Fig. 1: placed cells, one colour a class
Fill, decap, tap and diode cells in grey.
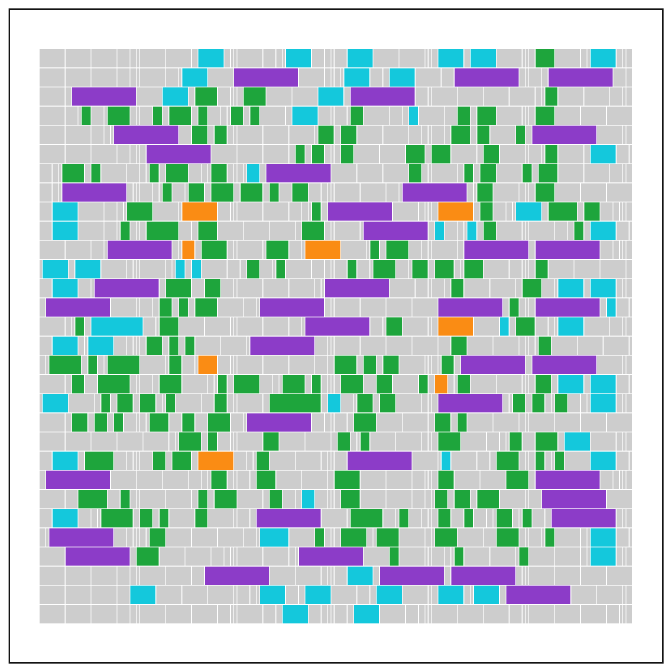
Fig. 2: met1 routing
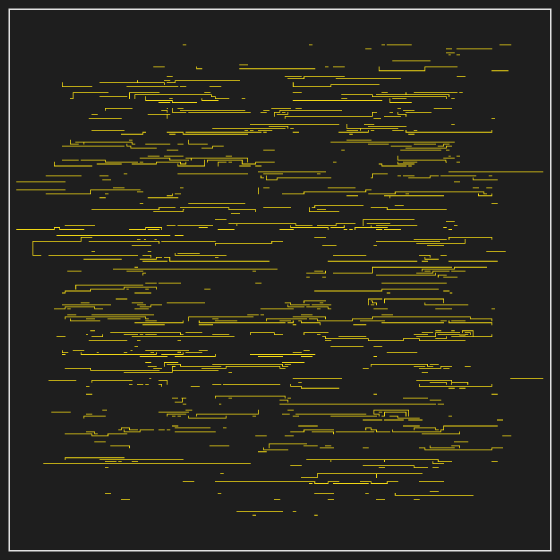
Fig. 3: met3 routing
Bar = 20 µm.
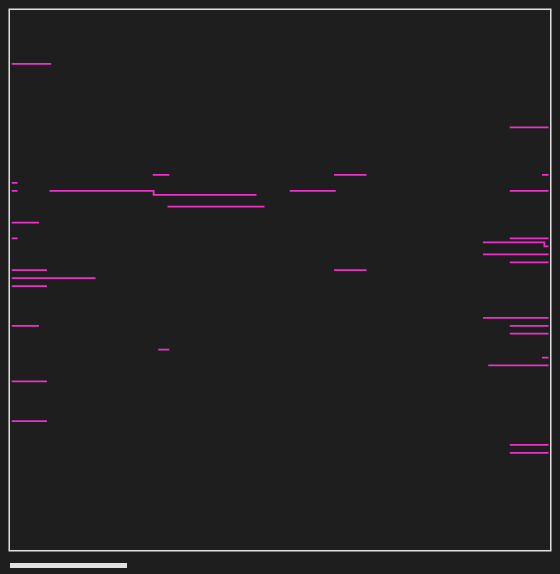
Fig. 4: clock wiring as the flow saved it
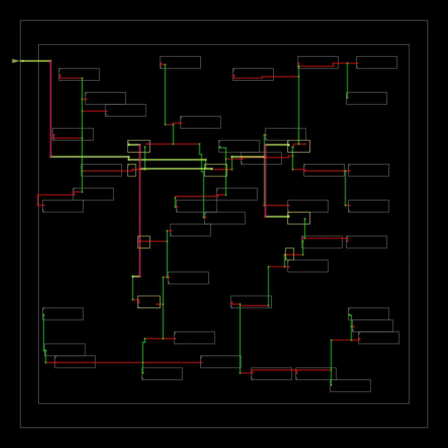
Fig. 5: routed metal per tile
Bar = 20 µm. The die is cut into 19 by 19 equal tiles; dark blue is low, red is high, scaled to the fullest tile. Values are wire area over tile area, all layers added.
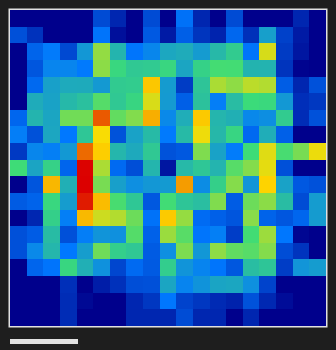
==> config.mk <==
export PLATFORM = sky130hd
export DESIGN_NAME = stage_sequencer
export DESIGN_NICKNAME = d
export VERILOG_FILES = /design/src/rtl/stage_sequencer.sv
export SDC_FILE = /design/constraint.sdc
export NUM_CORES = 1
export LEC_CHECK = 0
export CELL_PAD_IN_SITES_DETAIL_PLACEMENT = 1
export CELL_PAD_IN_SITES_GLOBAL_PLACEMENT = 2
export CORE_MARGIN = 4
export CORE_UTILIZATION = 31
export DETAILED_ROUTE_END_ITERATION = 10
export GPL_TIMING_DRIVEN = 0
export PLACE_DENSITY_LB_ADDON = 0.1
export SKIP_LAST_GASP = 1
export SLEW_MARGIN = 10
export SYNTH_ARGS = -nofsm -noshare
export SYNTH_HDL_FRONTEND = slang
export SYNTH_SLANG_ARGS = --single-unit
==> constraint.sdc <==
create_clock -name Clock -period 2.9 [get_ports Clock]
set_input_delay 0.29 -clock Clock [delete_from_list [all_inputs] [get_ports Clock]]
set_output_delay 0.29 -clock Clock [all_outputs]
set_load 0.005 [all_outputs]
==> src/rtl/stage_sequencer.sv <==
// Multi-cycle instruction stage generator.
// Walks Stage through 1..NUM_STAGES for each instruction, under control of
// free-run, single-step, stall and halt requests, and keeps debug counters
// of completed instructions and active (Stage != 0) cycles.
module stage_sequencer #(
  parameter int NUM_STAGES = 5,
  parameter int COUNT_W    = 16
) (
  input  logic               Clock,
  input  logic               Reset,
  input  logic               Run,
  input  logic               Step,
  input  logic               Stall,
  input  logic               Halt_Req,
  input  logic               Clear_Halt,
  input  logic               Count_Clear,
  output logic [2:0]         Stage,
  output logic               Instr_Done,
  output logic               Busy,
  output logic               Halted,
  output logic [COUNT_W-1:0] Instr_Count,
  output logic [COUNT_W-1:0] Cycle_Count
);

  typedef enum logic [1:0] {
    MODE_IDLE,
    MODE_RUNNING,
    MODE_STEPPING,
    MODE_HALTED
  } mode_t;

  localparam logic [2:0]         LAST_STAGE = 3'(NUM_STAGES);
  localparam logic [2:0]         FIRST_STAGE = 3'd1;
  localparam logic [COUNT_W-1:0] CNT_ONE = {{(COUNT_W-1){1'b0}}, 1'b1};

  mode_t mode;
  logic  halt_pending;
  logic  active;
  logic  completing;

  // An instruction completes on the edge that leaves its last stage unstalled.
  always_comb begin
    active     = (mode == MODE_RUNNING) || (mode == MODE_STEPPING);
    completing = active && !Stall && (Stage == LAST_STAGE);
  end

  // Mode FSM, stage walker, registered status flags and debug counters.
  always_ff @(posedge Clock or posedge Reset) begin
    if (Reset) begin
      mode         <= MODE_IDLE;
      Stage        <= 3'd0;
      halt_pending <= 1'b0;
      Instr_Done   <= 1'b0;
      Busy         <= 1'b0;
      Halted       <= 1'b0;
      Instr_Count  <= '0;
      Cycle_Count  <= '0;
    end else begin
      Instr_Done <= completing;

      if (Count_Clear) begin
        Instr_Count <= '0;
        Cycle_Count <= '0;
      end else begin
        if (completing)
          Instr_Count <= Instr_Count + CNT_ONE;
        if (Stage != 3'd0)
          Cycle_Count <= Cycle_Count + CNT_ONE;
      end

      case (mode)
        MODE_IDLE: begin
          if (Halt_Req) begin
            mode         <= MODE_HALTED;
            Halted       <= 1'b1;
            Busy         <= 1'b0;
            halt_pending <= 1'b0;
            Stage        <= 3'd0;
          end else if (Run) begin
            mode  <= MODE_RUNNING;
            Busy  <= 1'b1;
            Stage <= FIRST_STAGE;
          end else if (Step) begin
            mode  <= MODE_STEPPING;
            Busy  <= 1'b1;
            Stage <= FIRST_STAGE;
          end
        end

        MODE_RUNNING, MODE_STEPPING: begin
          if (Halt_Req)
            halt_pending <= 1'b1;
          if (!Stall) begin
            if (Stage != LAST_STAGE) begin
              Stage <= Stage + 3'd1;
            end else if (halt_pending || Halt_Req) begin
              mode         <= MODE_HALTED;
              Halted       <= 1'b1;
              Busy         <= 1'b0;
              halt_pending <= 1'b0;
              Stage        <= 3'd0;
            end else if ((mode == MODE_STEPPING) || !Run) begin
              mode  <= MODE_IDLE;
              Busy  <= 1'b0;
              Stage <= 3'd0;
            end else begin
              Stage <= FIRST_STAGE;
            end
          end
        end

        MODE_HALTED: begin
          Stage <= 3'd0;
          if (Clear_Halt) begin
            mode   <= MODE_IDLE;
            Halted <= 1'b0;
          end
        end

        default: begin
          mode   <= MODE_IDLE;
          Stage  <= 3'd0;
          Busy   <= 1'b0;
          Halted <= 1'b0;
        end
      endcase
    end
  end

endmodule
==> out/qor.rpt <==
================================================================================
Result of the run ................................................. complete, no violations
Wirelength per Cell ...............................................     14.74 µm
Int Pwr ...........................................................     1.122 mW
Cts repair resizes ................................................            0
Flop area .........................................................     1026 µm²
YS warnings .......................................................            0
Maximum clock insertion buffer count ..............................            2
Total clock sinks .................................................           41
Post-route design area ............................................     2882 µm²
First-pass GRT wire length ........................................      9494 µm
Upper clock frequency limit .......................................    436.6 MHz
GRT Overall Usage .................................................       13.88%
Unrepaired setup endpoints after global routing ...................        false
Slowest cell delay on critical path ...............................       400 ps
Register share of the cell area ...................................       35.61%
Final core utilization ............................................       41.95%
Share of the synthesized netlist area taken by xor and xnor gates .       7.514%
Via count of the first global-routing pass ........................        1,921
Met3 Routed Length ................................................       224 µm
Registers with the highest flip-flop counts ....................... Cycle_Count: 16 flops, Instr_Count: 16 flops, Stage: 3 flops
Met2 layer wire length in the routed design .......................      2664 µm
Placement Setup Slack .............................................     501.1 ps
Setup crit end kind ...............................................    flip-flop
Full die area .....................................................     8560 µm²
Minimum setup slack in the final design ...........................     609.4 ps
Number of iterations in the first detailed-routing pass ...........            4
Half-perimeter wire length after detailed placement ...............      4140 µm
Number of cells in Yosys stat .....................................          230
Via total after detailed routing ..................................        1,897
Total placed cells including tap cells ............................          371
GPL Wtd Cong ......................................................       0.7140
Most heavily used metal layer in global routing ...................         met2
Commonest Layout Cell ................................................... sky130_fd_sc_hd__clkdlybuf4s50_1
Row count .........................................................           30
================================================================================
## Picture notes: Fig. 1
legend:
  other buffers and delay cells:
    colour: cyan
    cells: 57
    share_of_their_area: 19%
  clock drivers and dummy loads:
    colour: orange
    cells: 8
    share_of_their_area: 3.1%
  all other logic:
    colour: green
    cells: 177
    share_of_their_area: 41%
  flops:
    colour: purple
    cells: 41
    share_of_their_area: 37%

## Picture notes: Fig. 2
wire length on this layer: 2,630 µm
longest straight run: 35.4 µm

## Picture notes: Fig. 3
longest straight run: 17.7 µm
main direction: horizontal
nets with wire on the layer: 26

## Picture notes: Fig. 4
power attributed to the clock group: 0.382 mW
clock buffers created by TritonCTS: 5
clk_buf instances: 5
clock tree skew after final layout: 10.51 ps
Seq cells: 41

## Picture notes: Fig. 5
nearly empty tiles: 17%
tiles over half the peak: 18%
fullest tile: 0.34
emptiest ninth of the die: lower left

[worst max-delay path by stage]
stage,from,to,slack (ps)
floorplan,mode[1]$_DFFE_PP0P_,Instr_Count[15]$_DFFE_PP0P_,880
global placement,Stall,Instr_Count[15]$_DFFE_PP0P_,490
detailed placement,Stall,Instr_Count[15]$_DFFE_PP0P_,500
CTS,mode[1]$_DFFE_PP0P_,Instr_Count[15]$_DFFE_PP0P_,610
global route,mode[1]$_DFFE_PP0P_,Instr_Count[15]$_DFFE_PP0P_,410
finish,mode[1]$_DFFE_PP0P_,Instr_Count[15]$_DFFE_PP0P_,610
[cell usage after synthesis, types with 3 or more instances]
library cell               instances  area share (%)
sky130_fd_sc_hd__buf_2             3            0.68
sky130_fd_sc_hd__or3_1             6             1.7
sky130_fd_sc_hd__clkbuf_1          8             1.4
sky130_fd_sc_hd__mux2_2            3             1.5
sky130_fd_sc_hd__nand2_1          14             2.4
sky130_fd_sc_hd__o31ai_1          10             3.4
sky130_fd_sc_hd__nor2b_1           4             1.1
sky130_fd_sc_hd__nor3_1            4            0.90
sky130_fd_sc_hd__ha_1              6             3.4
sky130_fd_sc_hd__nand2b_1          4             1.1
sky130_fd_sc_hd__o21ai_0          11             2.5
sky130_fd_sc_hd__dfrtp_1          41              46
sky130_fd_sc_hd__xnor2_1           9             3.6
sky130_fd_sc_hd__or4_1             6             2.0
sky130_fd_sc_hd__xor2_1           10             4.0
sky130_fd_sc_hd__inv_1             7             1.2
sky130_fd_sc_hd__nor2_1           25             4.2
sky130_fd_sc_hd__nand3_1          11             2.5
sky130_fd_sc_hd__a21oi_1          11             2.5
sky130_fd_sc_hd__nor4_1            4             1.1
sky130_fd_sc_hd__nand4_1           8             2.3
Power and IR drop assume default switching activity.
